==> src/rtl/uart_pkg.sv <==
// Shared definitions for the UART transmit path: FSM encoding, the
// memory-mapped TX register address and the default baud divisor.
package uart_pkg;

    typedef enum logic [2:0] {
        IDLE   = 3'd0,
        START  = 3'd1,
        DATA   = 3'd2,
        PARITY = 3'd3,
        STOP   = 3'd4
    } tx_state_t;

    localparam logic [15:0] UART_TX_ADDR         = 16'hF000;
    localparam int          DEFAULT_CLKS_PER_BIT = 868;

    // Even parity: the parity bit makes the total count of ones even.
    function automatic logic even_parity(input logic [7:0] d);
        return ^d;
    endfunction

endpackage

==> src/rtl/uart_tx_fifo.sv <==
// Byte FIFO between CPU stores and the serial shifter. Storage has no
// reset so it maps onto distributed RAM with an asynchronous read port.
// Full/empty come from the occupancy counter; pointers simply wrap.
module uart_tx_fifo
    import uart_pkg::*;
#(
    parameter int DEPTH = 16,
    parameter int WIDTH = 8
) (
    input  logic                     clk,
    input  logic                     rst_n,
    input  logic                     push,
    input  logic [WIDTH-1:0]         din,
    input  logic                     pop,
    output logic [WIDTH-1:0]         dout,
    output logic [$clog2(DEPTH):0]   count,
    output logic                     full,
    output logic                     empty,
    output logic                     overflow
);

    localparam int AW = $clog2(DEPTH);
    localparam int CW = AW + 1;

    logic [WIDTH-1:0] mem [DEPTH];
    logic [AW-1:0]    wr_ptr;
    logic [AW-1:0]    rd_ptr;
    logic             wr_ok;
    logic             rd_ok;

    assign full  = (count == CW'(DEPTH));
    assign empty = (count == '0);
    assign dout  = mem[rd_ptr];

    // A push into a full FIFO still lands if a pop frees a slot this cycle.
    assign wr_ok = push & (~full | pop);
    assign rd_ok = pop & ~empty;

    // Storage write port, no reset.
    always_ff @(posedge clk) begin
        if (wr_ok) mem[wr_ptr] <= din;
    end

    // Pointers, occupancy and the dropped-push pulse.
    always_ff @(posedge clk or negedge rst_n) begin
        if (!rst_n) begin
            wr_ptr   <= '0;
            rd_ptr   <= '0;
            count    <= '0;
            overflow <= 1'b0;
        end else begin
            if (wr_ok) wr_ptr <= wr_ptr + AW'(1);
            if (rd_ok) rd_ptr <= rd_ptr + AW'(1);
            count    <= count + CW'(wr_ok) - CW'(rd_ok);
            overflow <= push & ~wr_ok;
        end
    end

endmodule

==> src/rtl/uart_tx.sv <==
// UART transmitter: FIFO-buffered 8-bit frames, LSB first, idle-high line.
// Optional even parity bit selected by defining UART_TX_PARITY_EN
// (8E1/8E2); without it frames are 8N1/8N2.
// tx and busy are registered from the current state, so the line lags the
// FSM by one cycle uniformly and every bit still lasts CLKS_PER_BIT cycles.
module uart_tx
    import uart_pkg::*;
#(
    parameter int CLKS_PER_BIT = DEFAULT_CLKS_PER_BIT,
    parameter int FIFO_DEPTH   = 16,
    parameter int STOP_BITS    = 1
) (
    input  logic                          clk,
    input  logic                          rst_n,
    input  logic [7:0]                    wr_data,
    input  logic                          wr_en,
    output logic                          tx,
    output logic                          busy,
    output logic                          fifo_full,
    output logic                          fifo_empty,
    output logic [$clog2(FIFO_DEPTH):0]   fifo_count,
    output logic                          overflow
);

    localparam int BW = $clog2(CLKS_PER_BIT);
    localparam logic [BW-1:0] BAUD_LOAD = BW'(CLKS_PER_BIT - 1);

    tx_state_t   state;
    logic [BW-1:0] baud;
    logic [2:0]  bit_idx;
    logic [7:0]  data_q;
    logic        stop_cnt;
    logic        bit_end;
    logic        stop_last;
    logic        pop;
    logic [7:0]  fifo_dout;

    uart_tx_fifo #(
        .DEPTH (FIFO_DEPTH),
        .WIDTH (8)
    ) u_fifo (
        .clk      (clk),
        .rst_n    (rst_n),
        .push     (wr_en),
        .din      (wr_data),
        .pop      (pop),
        .dout     (fifo_dout),
        .count    (fifo_count),
        .full     (fifo_full),
        .empty    (fifo_empty),
        .overflow (overflow)
    );

    assign bit_end   = (baud == '0);
    assign stop_last = (STOP_BITS == 2) ? stop_cnt : 1'b1;

    // Pop when idle, or on the final stop cycle so frames run back to back.
    always_comb begin
        pop = 1'b0;
        if (!fifo_empty) begin
            if (state == IDLE)
                pop = 1'b1;
            else if (state == STOP && bit_end && stop_last)
                pop = 1'b1;
        end
    end

    // Frame sequencer with baud counter and registered line/busy outputs.
    always_ff @(posedge clk or negedge rst_n) begin
        if (!rst_n) begin
            state    <= IDLE;
            baud     <= '0;
            bit_idx  <= '0;
            data_q   <= '0;
            stop_cnt <= 1'b0;
            tx       <= 1'b1;
            busy     <= 1'b0;
        end else begin
            busy <= (state != IDLE) | ~fifo_empty;
            case (state)
                IDLE: begin
                    tx <= 1'b1;
                    if (pop) begin
                        data_q <= fifo_dout;
                        baud   <= BAUD_LOAD;
                        state  <= START;
                    end
                end
                START: begin
                    tx <= 1'b0;
                    if (bit_end) begin
                        baud    <= BAUD_LOAD;
                        bit_idx <= '0;
                        state   <= DATA;
                    end else begin
                        baud <= baud - BW'(1);
                    end
                end
                DATA: begin
                    tx <= data_q[bit_idx];
                    if (bit_end) begin
                        baud <= BAUD_LOAD;
                        if (bit_idx == 3'd7) begin
`ifdef UART_TX_PARITY_EN
                            state <= PARITY;
`else
                            stop_cnt <= 1'b0;
                            state    <= STOP;
`endif
                        end else begin
                            bit_idx <= bit_idx + 3'd1;
                        end
                    end else begin
                        baud <= baud - BW'(1);
                    end
                end
`ifdef UART_TX_PARITY_EN
                PARITY: begin
                    tx <= even_parity(data_q);
                    if (bit_end) begin
                        baud     <= BAUD_LOAD;
                        stop_cnt <= 1'b0;
                        state    <= STOP;
                    end else begin
                        baud <= baud - BW'(1);
                    end
                end
`endif
                STOP: begin
                    tx <= 1'b1;
                    if (bit_end) begin
                        if (stop_last) begin
                            if (pop) begin
                                data_q <= fifo_dout;
                                baud   <= BAUD_LOAD;
                                state  <= START;
                            end else begin
                                state <= IDLE;
                            end
                        end else begin
                            stop_cnt <= 1'b1;
                            baud     <= BAUD_LOAD;
                        end
                    end else begin
                        baud <= baud - BW'(1);
                    end
                end
                default: begin
                    tx    <= 1'b1;
                    state <= IDLE;
                end
            endcase
        end
    end

endmodule

==> config.mk <==
export PLATFORM = sky130hd
export DESIGN_NAME = uart_tx
export DESIGN_NICKNAME = d
export VERILOG_FILES = /design/src/rtl/uart_pkg.sv /design/src/rtl/uart_tx_fifo.sv /design/src/rtl/uart_tx.sv
export SDC_FILE = /design/constraint.sdc
export NUM_CORES = 1
export LEC_CHECK = 0
export CORE_MARGIN = 10
export CORE_UTILIZATION = 61
export CTS_CLUSTER_SIZE = 30
export DETAILED_ROUTE_END_ITERATION = 7
export PLACE_DENSITY = 0.79
export SYNTH_ARGS = -nofsm -noshare
export SYNTH_HDL_FRONTEND = slang
export SYNTH_SLANG_ARGS = --single-unit
==> constraint.sdc <==
create_clock -name clk -period 3.69 [get_ports clk]
set_input_delay 0.369 -clock clk [delete_from_list [all_inputs] [get_ports clk]]
set_output_delay 0.369 -clock clk [all_outputs]
set_load 0.1 [all_outputs]
run_1/placement_by_type.png
Fill, decap, tap and diode cells in gray.
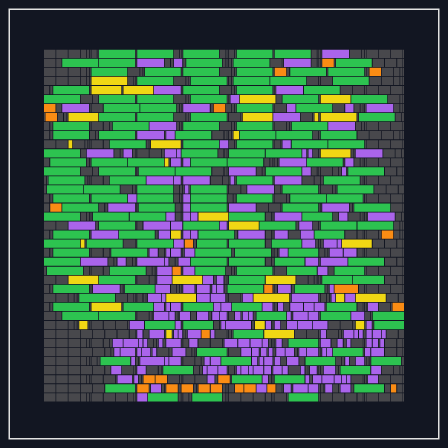
- combinational and other logic: purple (cells 235)
- sequential cells: green (cells 168)
- clock drivers and dummy loads: yellow (cells 32)
- remaining buffers and delay cells: orange (cells 26)

run_1/layer_met2.png
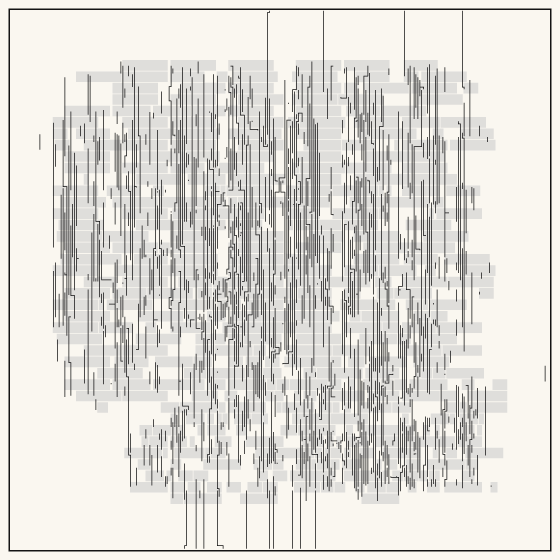
- wire length on this layer: 7590 um
- nets with wire on the layer: 431
- longest straight run: 55.8 um
- share of all routed wire: 51%
- main direction: vertical

run_1/layer_met3.png
The bar under the picture is 50 um long.
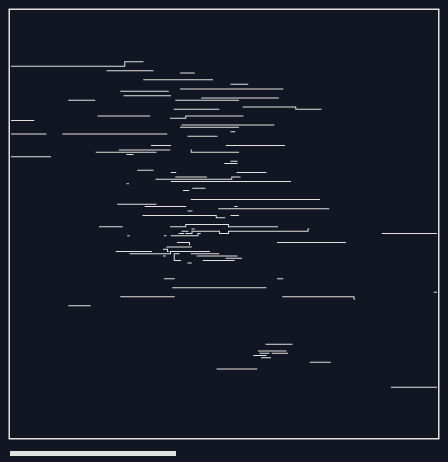
- nets with wire on the layer: 54
- wire length on this layer: 1040 um
- main direction: horizontal
- longest straight run: 38.6 um
M3 GR Usage: 5.54%
vias: 3976
WL final: 14800 um

==> reports/metrics.cfg, run 1 <==
[run_status]
status = finished clean

[routing]
wire_per_inst_um = 24.4
drc = 0
highest_layer = met4

[yosys]
fa_ha_area_share_pct = 2.88
ys_types = 62
common_cells = 128 x edfxtp_1, 39 x dfrtp_1, 34 x mux4_2
synthCells = 427
avgSynthCellArea_um2 = 16.9
netlist.area_leader.share_pct = 53.2
synth_area_um2 = 7220
yosys-stat-area_um2 = 7220

[pwr]
seq_power_share_pct = 46.9
power_leader = registers
p_comb_uw = 834
p_leak_uw = 0.00294

[cells_and_area]
seqCellArea_um2 = 4850
non_clock_inverter_count = 22
top_register = u_fifo.mem
filler_cell_count = 698
layout-drive-gt1-share_pct = 20.8
num_antenna_cells = 0
signal_buffers = 26
fin_area_um2 = 8150

[critical_path]
worstSetupEndpointType = flip-flop
endpoint = u_fifo.count[4]
ff2ff_path_depth = 12
crit_type = reg -> reg
cp.depth = 12
cp_cell_sequence = inv_1 -> ha_1 -> or4b_1 -> or4_4 -> nand2_4 -> ha_1 -> inv_1 -> fa_1 -> inv_1 -> a21oi_1 -> o21bai_1 -> xnor2_1
cp.arrival_ps = 3570

[global_routing]
grt_pass1_wl_um = 23000
antenna_found_initial = 0
grt_use_total_pct = 18.8

[final_timing]
slew_headroom_pct = 30.9
max_freq_mhz = 311
hold_violations = 0

[floorplanning]
dieArea_um2 = 16600
core_area_um2 = 11500
taps = 143
core.rowCount = 39

[placement]
routabilityCongestion = 0.830

[hold_path]
hold_path_class = in -> async

## Run 2: what changed since run 1
- CORE_ASPECT_RATIO: not set -> 0.7
- CORE_UTILIZATION: 61 -> 64
- PLACE_DENSITY: 0.79 -> 0.82
- clock period: 3.69 -> 4.1 ns (I/O delays scaled with it)
==> run 2 against run 1 <==
Net effect: critical endpoint unchanged; first-iteration DRC count decreased by 4.4%; sequential share of layout area increased by 0.53 points; via count decreased by 1.4%; largest power group unchanged; core utilization increased by 2.6 points.
==> reports/metrics.cfg, run 2 <==
[critical_path]
ff2ff_path_depth = 15
crit_type = reg -> reg
cp.depth = 15
endpoint = u_fifo.count[4]
cp_cell_sequence = inv_1 -> ha_1 -> or4b_1 -> o31ai_4 -> nand3_2 -> inv_1 -> ha_1 -> inv_1 -> ha_1 -> inv_1 -> fa_1 -> inv_1 -> a21oi_1 -> o21bai_1 -> xnor2_1

[global_routing]
grt_pass1_wl_um = 22600

[cells_and_area]
num_antenna_cells = 0
non_clock_inverter_count = 22
signal_buffers = 24

[routing]
wirelength_um = 14100

[yosys]
synthCells = 427
yosys-stat-area_um2 = 7220
common_cells = 128 x edfxtp_1, 39 x dfrtp_1, 34 x mux4_2

[placement]
routabilityCongestion = 0.819

[floorplanning]
dieArea_um2 = 16000

[final_timing]
slew_headroom_pct = 19.4
hold_violations = 0

[pwr]
power_leader = registers
p_leak_uw = 0.00289

[run_status]
status = finished clean

run_2/placement_by_type.png
Fill, decap, tap and diode cells in gray.
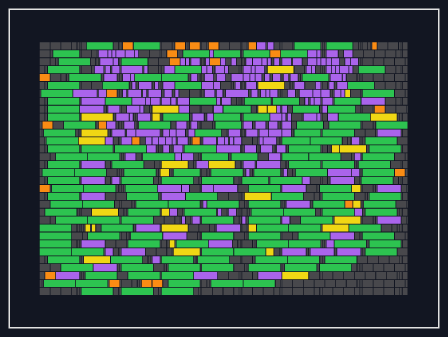
Final Cell Area: 8080 um2
Final Util: 73.4%

run_2/placement.png
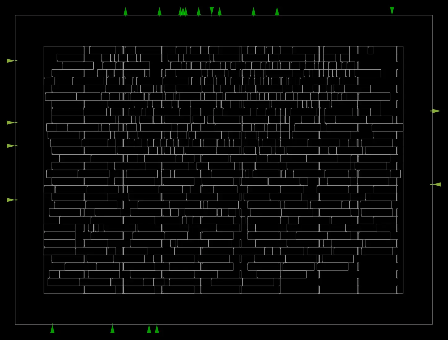
sequential cell count: 168
# rows: 32
core area: 11000 um2
flop share of the area: 60.0%

run_2/io_fan.png
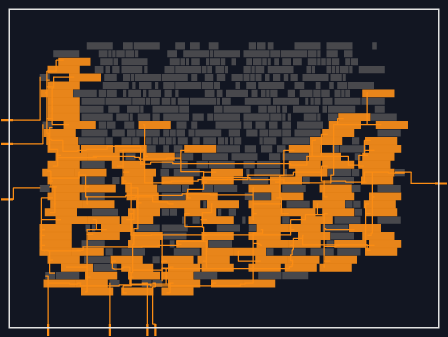
- wr_data: orange (bits 8; direction input; end cells 128; wire 1620 um)
Top Ports: 21
IO buf count: 20

Power and IR drop assume default switching activity.
